### src/rtl/weight_pkg.sv
// weight_pkg: shared types and defaults for the
// cabin weight-sensing link (encoder and receiver).
package weight_pkg;

  typedef enum logic [2:0] {
    IDLE,
    CLEAR,
    PULSE_HI,
    PULSE_LO,
    GAP
  } weight_state_t;

  localparam int WEIGHT_LOAD_W     = 8;
  localparam int WEIGHT_LIMIT      = 8;
  localparam int WEIGHT_MAX_PULSES = 15;
  localparam int WEIGHT_RST_CYCLES = 4;
  localparam int WEIGHT_HALF       = 5;
  localparam int WEIGHT_GAP_CYCLES = 10;

  // bits needed to hold 0..n-1, never less than 1
  function automatic int cnt_width(input int n);
    return (n <= 2) ? 1 : $clog2(n);
  endfunction

  function automatic int max3(
    input int a,
    input int b,
    input int c
  );
    int m;
    m = (a > b) ? a : b;
    return (m > c) ? m : c;
  endfunction

endpackage

### src/rtl/weight_phase_timer.sv
// weight_phase_timer: loadable down-counter that
// times every phase of the weight pulse frame.
module weight_phase_timer
  import weight_pkg::*;
#(
  parameter int W = 4
) (
  input  logic         clk,
  input  logic         rst_n,
  input  logic         load_en,
  input  logic [W-1:0] load_val,
  output logic [W-1:0] count,
  output logic         zero
);

  assign zero = (count == '0);

  // load on phase entry, otherwise count down to 0 and hold
  always_ff @(posedge clk) begin
    if (!rst_n) begin
      count <= '0;
    end else if (load_en) begin
      count <= load_val;
    end else if (!zero) begin
      count <= count - 1'b1;
    end
  end

endmodule

### src/rtl/weight_pulse_encoder.sv
// weight_pulse_encoder: serializes a load value as a
// framed pulse train on weight_flip.
module weight_pulse_encoder
  import weight_pkg::*;
#(
  parameter int LOAD_W     = WEIGHT_LOAD_W,
  parameter int MAX_PULSES = WEIGHT_MAX_PULSES,
  parameter int LIMIT      = WEIGHT_LIMIT,
  parameter int RST_CYCLES = WEIGHT_RST_CYCLES,
  parameter int HALF       = WEIGHT_HALF,
  parameter int GAP_CYCLES = WEIGHT_GAP_CYCLES
) (
  input  logic              clk,
  input  logic              rst_n,
  input  logic [LOAD_W-1:0] load,
  input  logic              load_valid,
  output logic              load_ready,
  output logic              weight_flip,
  output logic              weight_flip_reset,
  output logic              over_limit,
  output logic              frame_done
);

  localparam int PH_MAX =
    max3(RST_CYCLES, HALF, GAP_CYCLES);
  localparam int TW = cnt_width(PH_MAX);
  localparam int CW = cnt_width(MAX_PULSES + 1);

  localparam logic [TW-1:0] RST_LD =
    TW'(RST_CYCLES - 1);
  localparam logic [TW-1:0] HALF_LD =
    TW'(HALF - 1);
  localparam logic [TW-1:0] GAP_LD =
    TW'(GAP_CYCLES - 1);

  localparam logic [LOAD_W-1:0] MAXP_L =
    LOAD_W'(MAX_PULSES);
  localparam logic [LOAD_W-1:0] LIMIT_L =
    LOAD_W'(LIMIT);
  localparam logic [CW-1:0] MAXP_C =
    CW'(MAX_PULSES);
  localparam logic [CW-1:0] ONE_C =
    CW'(1);

  weight_state_t state;
  weight_state_t nxt;

  logic [CW-1:0] rem;
  logic [CW-1:0] rem_d;
  logic [CW-1:0] n_sat;
  logic          ovl_d;

  logic          ld_en;
  logic [TW-1:0] ld_val;
  logic [TW-1:0] cnt;
  logic [TW-1:0] cnt_nxt;
  logic          zero;

  logic flip_d;
  logic clr_d;
  logic rdy_d;
  logic done_d;

  weight_phase_timer #(
    .W(TW)
  ) u_timer (
    .clk     (clk),
    .rst_n   (rst_n),
    .load_en (ld_en),
    .load_val(ld_val),
    .count   (cnt),
    .zero    (zero)
  );

  assign n_sat = (load > MAXP_L)
               ? MAXP_C
               : CW'(load);

  // next state, phase timer loads, registered output values
  always_comb begin
    nxt    = state;
    ld_en  = 1'b0;
    ld_val = '0;
    rem_d  = rem;
    ovl_d  = over_limit;
    unique case (state)
      IDLE: begin
        if (load_valid && load_ready) begin
          nxt    = CLEAR;
          ld_en  = 1'b1;
          ld_val = RST_LD;
          rem_d  = n_sat;
          ovl_d  = (load >= LIMIT_L);
        end
      end
      CLEAR: begin
        if (zero) begin
          ld_en = 1'b1;
          if (rem != '0) begin
            nxt    = PULSE_HI;
            ld_val = HALF_LD;
          end else begin
            nxt    = GAP;
            ld_val = GAP_LD;
          end
        end
      end
      PULSE_HI: begin
        if (zero) begin
          nxt    = PULSE_LO;
          ld_en  = 1'b1;
          ld_val = HALF_LD;
        end
      end
      PULSE_LO: begin
        if (zero) begin
          ld_en = 1'b1;
          rem_d = rem - 1'b1;
          if (rem != ONE_C) begin
            nxt    = PULSE_HI;
            ld_val = HALF_LD;
          end else begin
            nxt    = GAP;
            ld_val = GAP_LD;
          end
        end
      end
      GAP: begin
        if (zero) begin
          nxt = IDLE;
        end
      end
      default: begin
        nxt = IDLE;
      end
    endcase

    if (ld_en) begin
      cnt_nxt = ld_val;
    end else if (zero) begin
      cnt_nxt = '0;
    end else begin
      cnt_nxt = cnt - 1'b1;
    end

    flip_d = (nxt == PULSE_HI);
    clr_d  = (nxt == CLEAR);
    rdy_d  = (nxt == IDLE);
    done_d = (nxt == GAP) && (cnt_nxt == '0);
  end

  // state, pulse count and registered link outputs
  always_ff @(posedge clk) begin
    if (!rst_n) begin
      state             <= IDLE;
      rem               <= '0;
      over_limit        <= 1'b0;
      weight_flip       <= 1'b0;
      weight_flip_reset <= 1'b1;
      load_ready        <= 1'b0;
      frame_done        <= 1'b0;
    end else begin
      state             <= nxt;
      rem               <= rem_d;
      over_limit        <= ovl_d;
      weight_flip       <= flip_d;
      weight_flip_reset <= clr_d;
      load_ready        <= rdy_d;
      frame_done        <= done_d;
    end
  end

endmodule

### config.mk
export PLATFORM = sky130hd
export DESIGN_NAME = weight_pulse_encoder
export DESIGN_NICKNAME = d
export VERILOG_FILES = /design/src/rtl/weight_pkg.sv /design/src/rtl/weight_phase_timer.sv /design/src/rtl/weight_pulse_encoder.sv
export SDC_FILE = /design/constraint.sdc
export NUM_CORES = 1
export LEC_CHECK = 0
export CORE_MARGIN = 2
export CORE_UTILIZATION = 50
export CTS_CLUSTER_SIZE = 8
export DETAILED_ROUTE_END_ITERATION = 10
export PLACE_DENSITY_LB_ADDON = 0.15
export SETUP_SLACK_MARGIN = 0.15
export SLEW_MARGIN = 20
export SYNTH_ARGS = -nofsm -noshare
export SYNTH_HDL_FRONTEND = slang
export SYNTH_SLANG_ARGS = --single-unit
### constraint.sdc
create_clock -name clk -period 2.2 [get_ports clk]
set_input_delay 0.44 -clock clk [delete_from_list [all_inputs] [get_ports clk]]
set_output_delay 0.44 -clock clk [all_outputs]
set_load 0.02 [all_outputs]
Fig. 1: run 1, drive-strength map
Drawn at 8 px/µm.
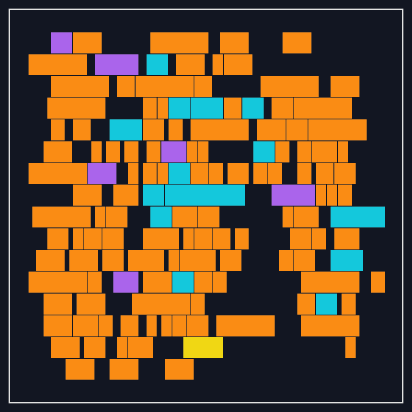
colour	size	cells	share
orange	_0 and _1 cells	115	85%
purple	_2 cells	6	4.4%
yellow	_6 and larger	1	0.74%
cyan	_3 and _4 cells	14	10%

Fig. 2: run 1, placement view
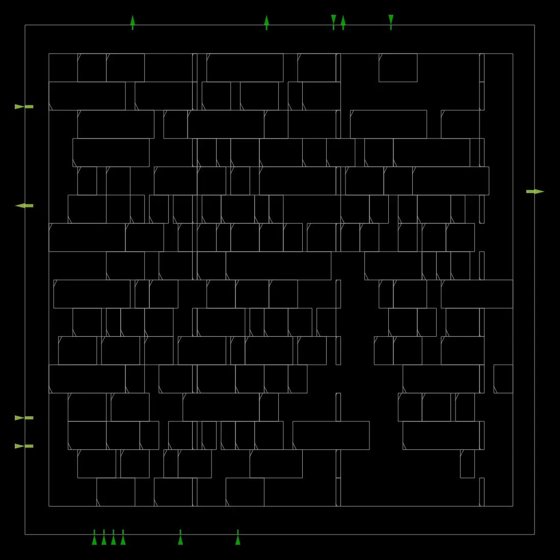
sequential cell area share: 25.7%
fin util: 64.3%

==> flow_summary.ini, run 1 <==
; physical design summary
[finish]
layout_top_cell = dfxtp_1
comb.multi_input.count = 89
fill_cells = 173
nClkBuffers = 4
dominant_cells = multi-input combinational cells

[worst_setup_path]
reg2reg_from = u_timer.count[0]$_SDFFE_PN0P_
arrival_ns = 2.15
cp-end-kind = flip-flop
cp_num_buf_inv = 2
cp.depth = 7
crit_end = rem[2]$_SDFFE_PN0P_
critical_path_required_ns = 2.42
critPathLaunchType = flip-flop
slowest_delay_ns = 0.44
reg2reg_depth = 7

[cts]
clock-sinks = 16
cts_resized = 1
ctsHoldBuffers = 0
cts_buffer_depth = 2
cts_tree = yes

[hold_path]
min_to = over_limit$_SDFFE_PN0P_
worstHoldStart = over_limit$_SDFFE_PN0P_
hold_path_class = flip-flop to flip-flop

[sta]
tightest_slew_ns = 0.471
maxSlewHeadroom_pct = 68.5
holdWs_ns = 0.510

[flow_run]
log.warning_count = 29

[floorplanning]
core_um2 = 1940
tap_cells = 27
fp_util_pct = 52.1

[grt]
busiest_layer = met2
grt.total_usage_pct = 21.2
antenna_found_initial = 0
grt_pass1_vias = 879
met3_usage_pct = 2.76

[detailed_routing]
vias = 965
routed.top_layer = met4
dr.pass1.iters = 4
drtAntennaViolNets = 0
wl_met2_mm = 1.12

[synth]
xor_share_pct = 1.73
avgSynthCellArea_um2 = 8.65
seq_area_frac_synth_pct = 31.6
flop_cell = dfxtp_1
async_reset_ff_share_pct = 0
ys_cells = 117
top_area_share_pct = 31.6

[pwr]
finalPower_uw = 1540
clkPwrFrac_pct = 12.9

[run_status]
status = completed
Fig. 3: run 1, met3 routing
Drawn at 6 px/µm.
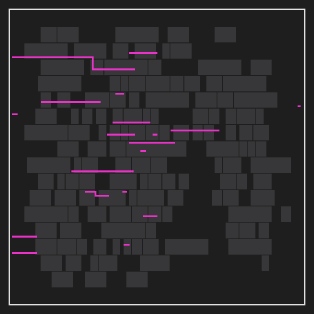
main direction	horizontal
longest straight run	13.3 µm

Fig. 4: run 1, where the registers sit
Drawn at 8 px/µm.
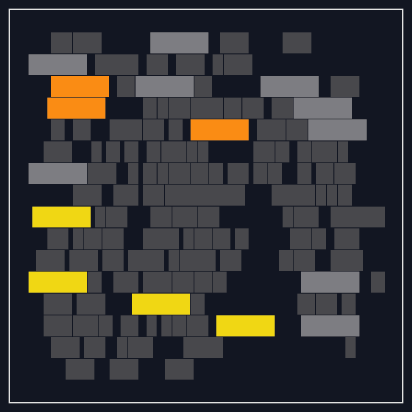
colour	netlist name	sequential cells
orange	state	3
yellow	rem	4
not coloured	9

==> run 1 -> run 2 <==
--- a/config.mk
+++ b/config.mk
@@ -9,6 +9,7 @@
 export CORE_UTILIZATION = 50
 export CTS_CLUSTER_SIZE = 8
 export DETAILED_ROUTE_END_ITERATION = 10
+export DONT_BUFFER_PORTS = 1
 export PLACE_DENSITY_LB_ADDON = 0.15
 export SETUP_SLACK_MARGIN = 0.15
 export SLEW_MARGIN = 20
Fig. 5: run 2, cells coloured by class
Drawn at 10 px/µm.
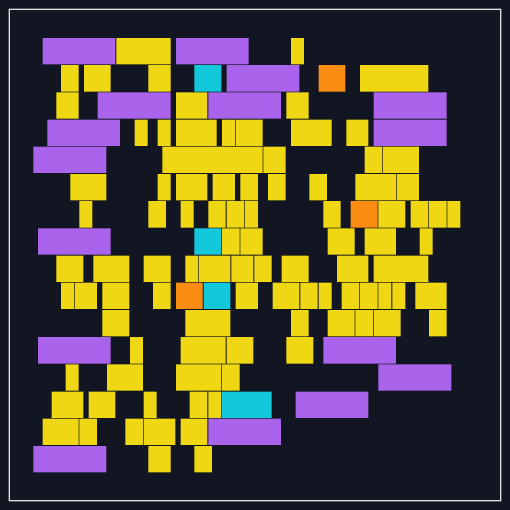
colour	class	cells	share of their area
cyan	clock drivers and dummy loads	4	3.5%
orange	other buffers and delay cells	3	2.2%
yellow	combinational and other logic	95	63%
purple	flops	16	31%

Fig. 6: run 2, placement view
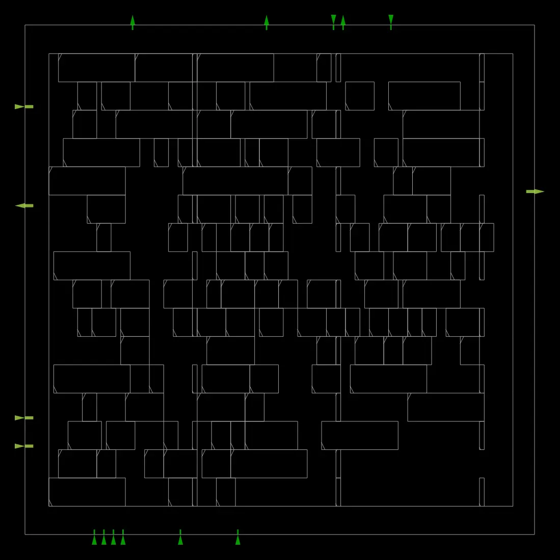
tally of filler cells in the layout: 215
# Taps: 27
fin cells: 145
Placement Rows: 16
CORE AREA: 1940 µm²

==> flow_summary.ini, run 2 <==
; physical design summary
[finish]
nClkBuffers = 4
fin_util_pct = 55.2
comb.multi_input.count = 89

[worst_setup_path]
slowest_delay_ns = 0.46
reg2reg_depth = 7
arrival_ns = 2.14
cp_num_buf_inv = 1
critical_path_required_ns = 2.40
cp-end-kind = flip-flop
crit_end = weight_flip$_SDFF_PN0_

[hold_path]
min_to = weight_flip_reset$_SDFF_PN1_
worstHoldStart = rst_n

[synth]
seq_area_frac_synth_pct = 31.6
async_reset_ff_share_pct = 0
avgSynthCellArea_um2 = 8.65
flop_cell = dfxtp_1
top_area_share_pct = 31.6
xor_share_pct = 1.73

[detailed_routing]
vias = 872
dr.pass1.iters = 4
drtAntennaViolNets = 0

[grt]
grt_pass1_vias = 785
busiest_layer = met2
met3_usage_pct = 1.84
antenna_found_initial = 0

[pwr]
clkPwrFrac_pct = 13.9

[sta]
tightest_slew_ns = 0.457

[floorplanning]
fp_util_pct = 52.1

[run_status]
status = completed
Fig. 7: run 2, met3 routing
Drawn at 6 px/µm.
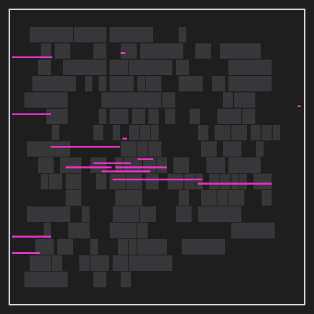
share of all routed wire	4.5%
longest straight run	14.7 µm
wire length on this layer	93.6 µm
main direction	horizontal
nets with wire on the layer	13

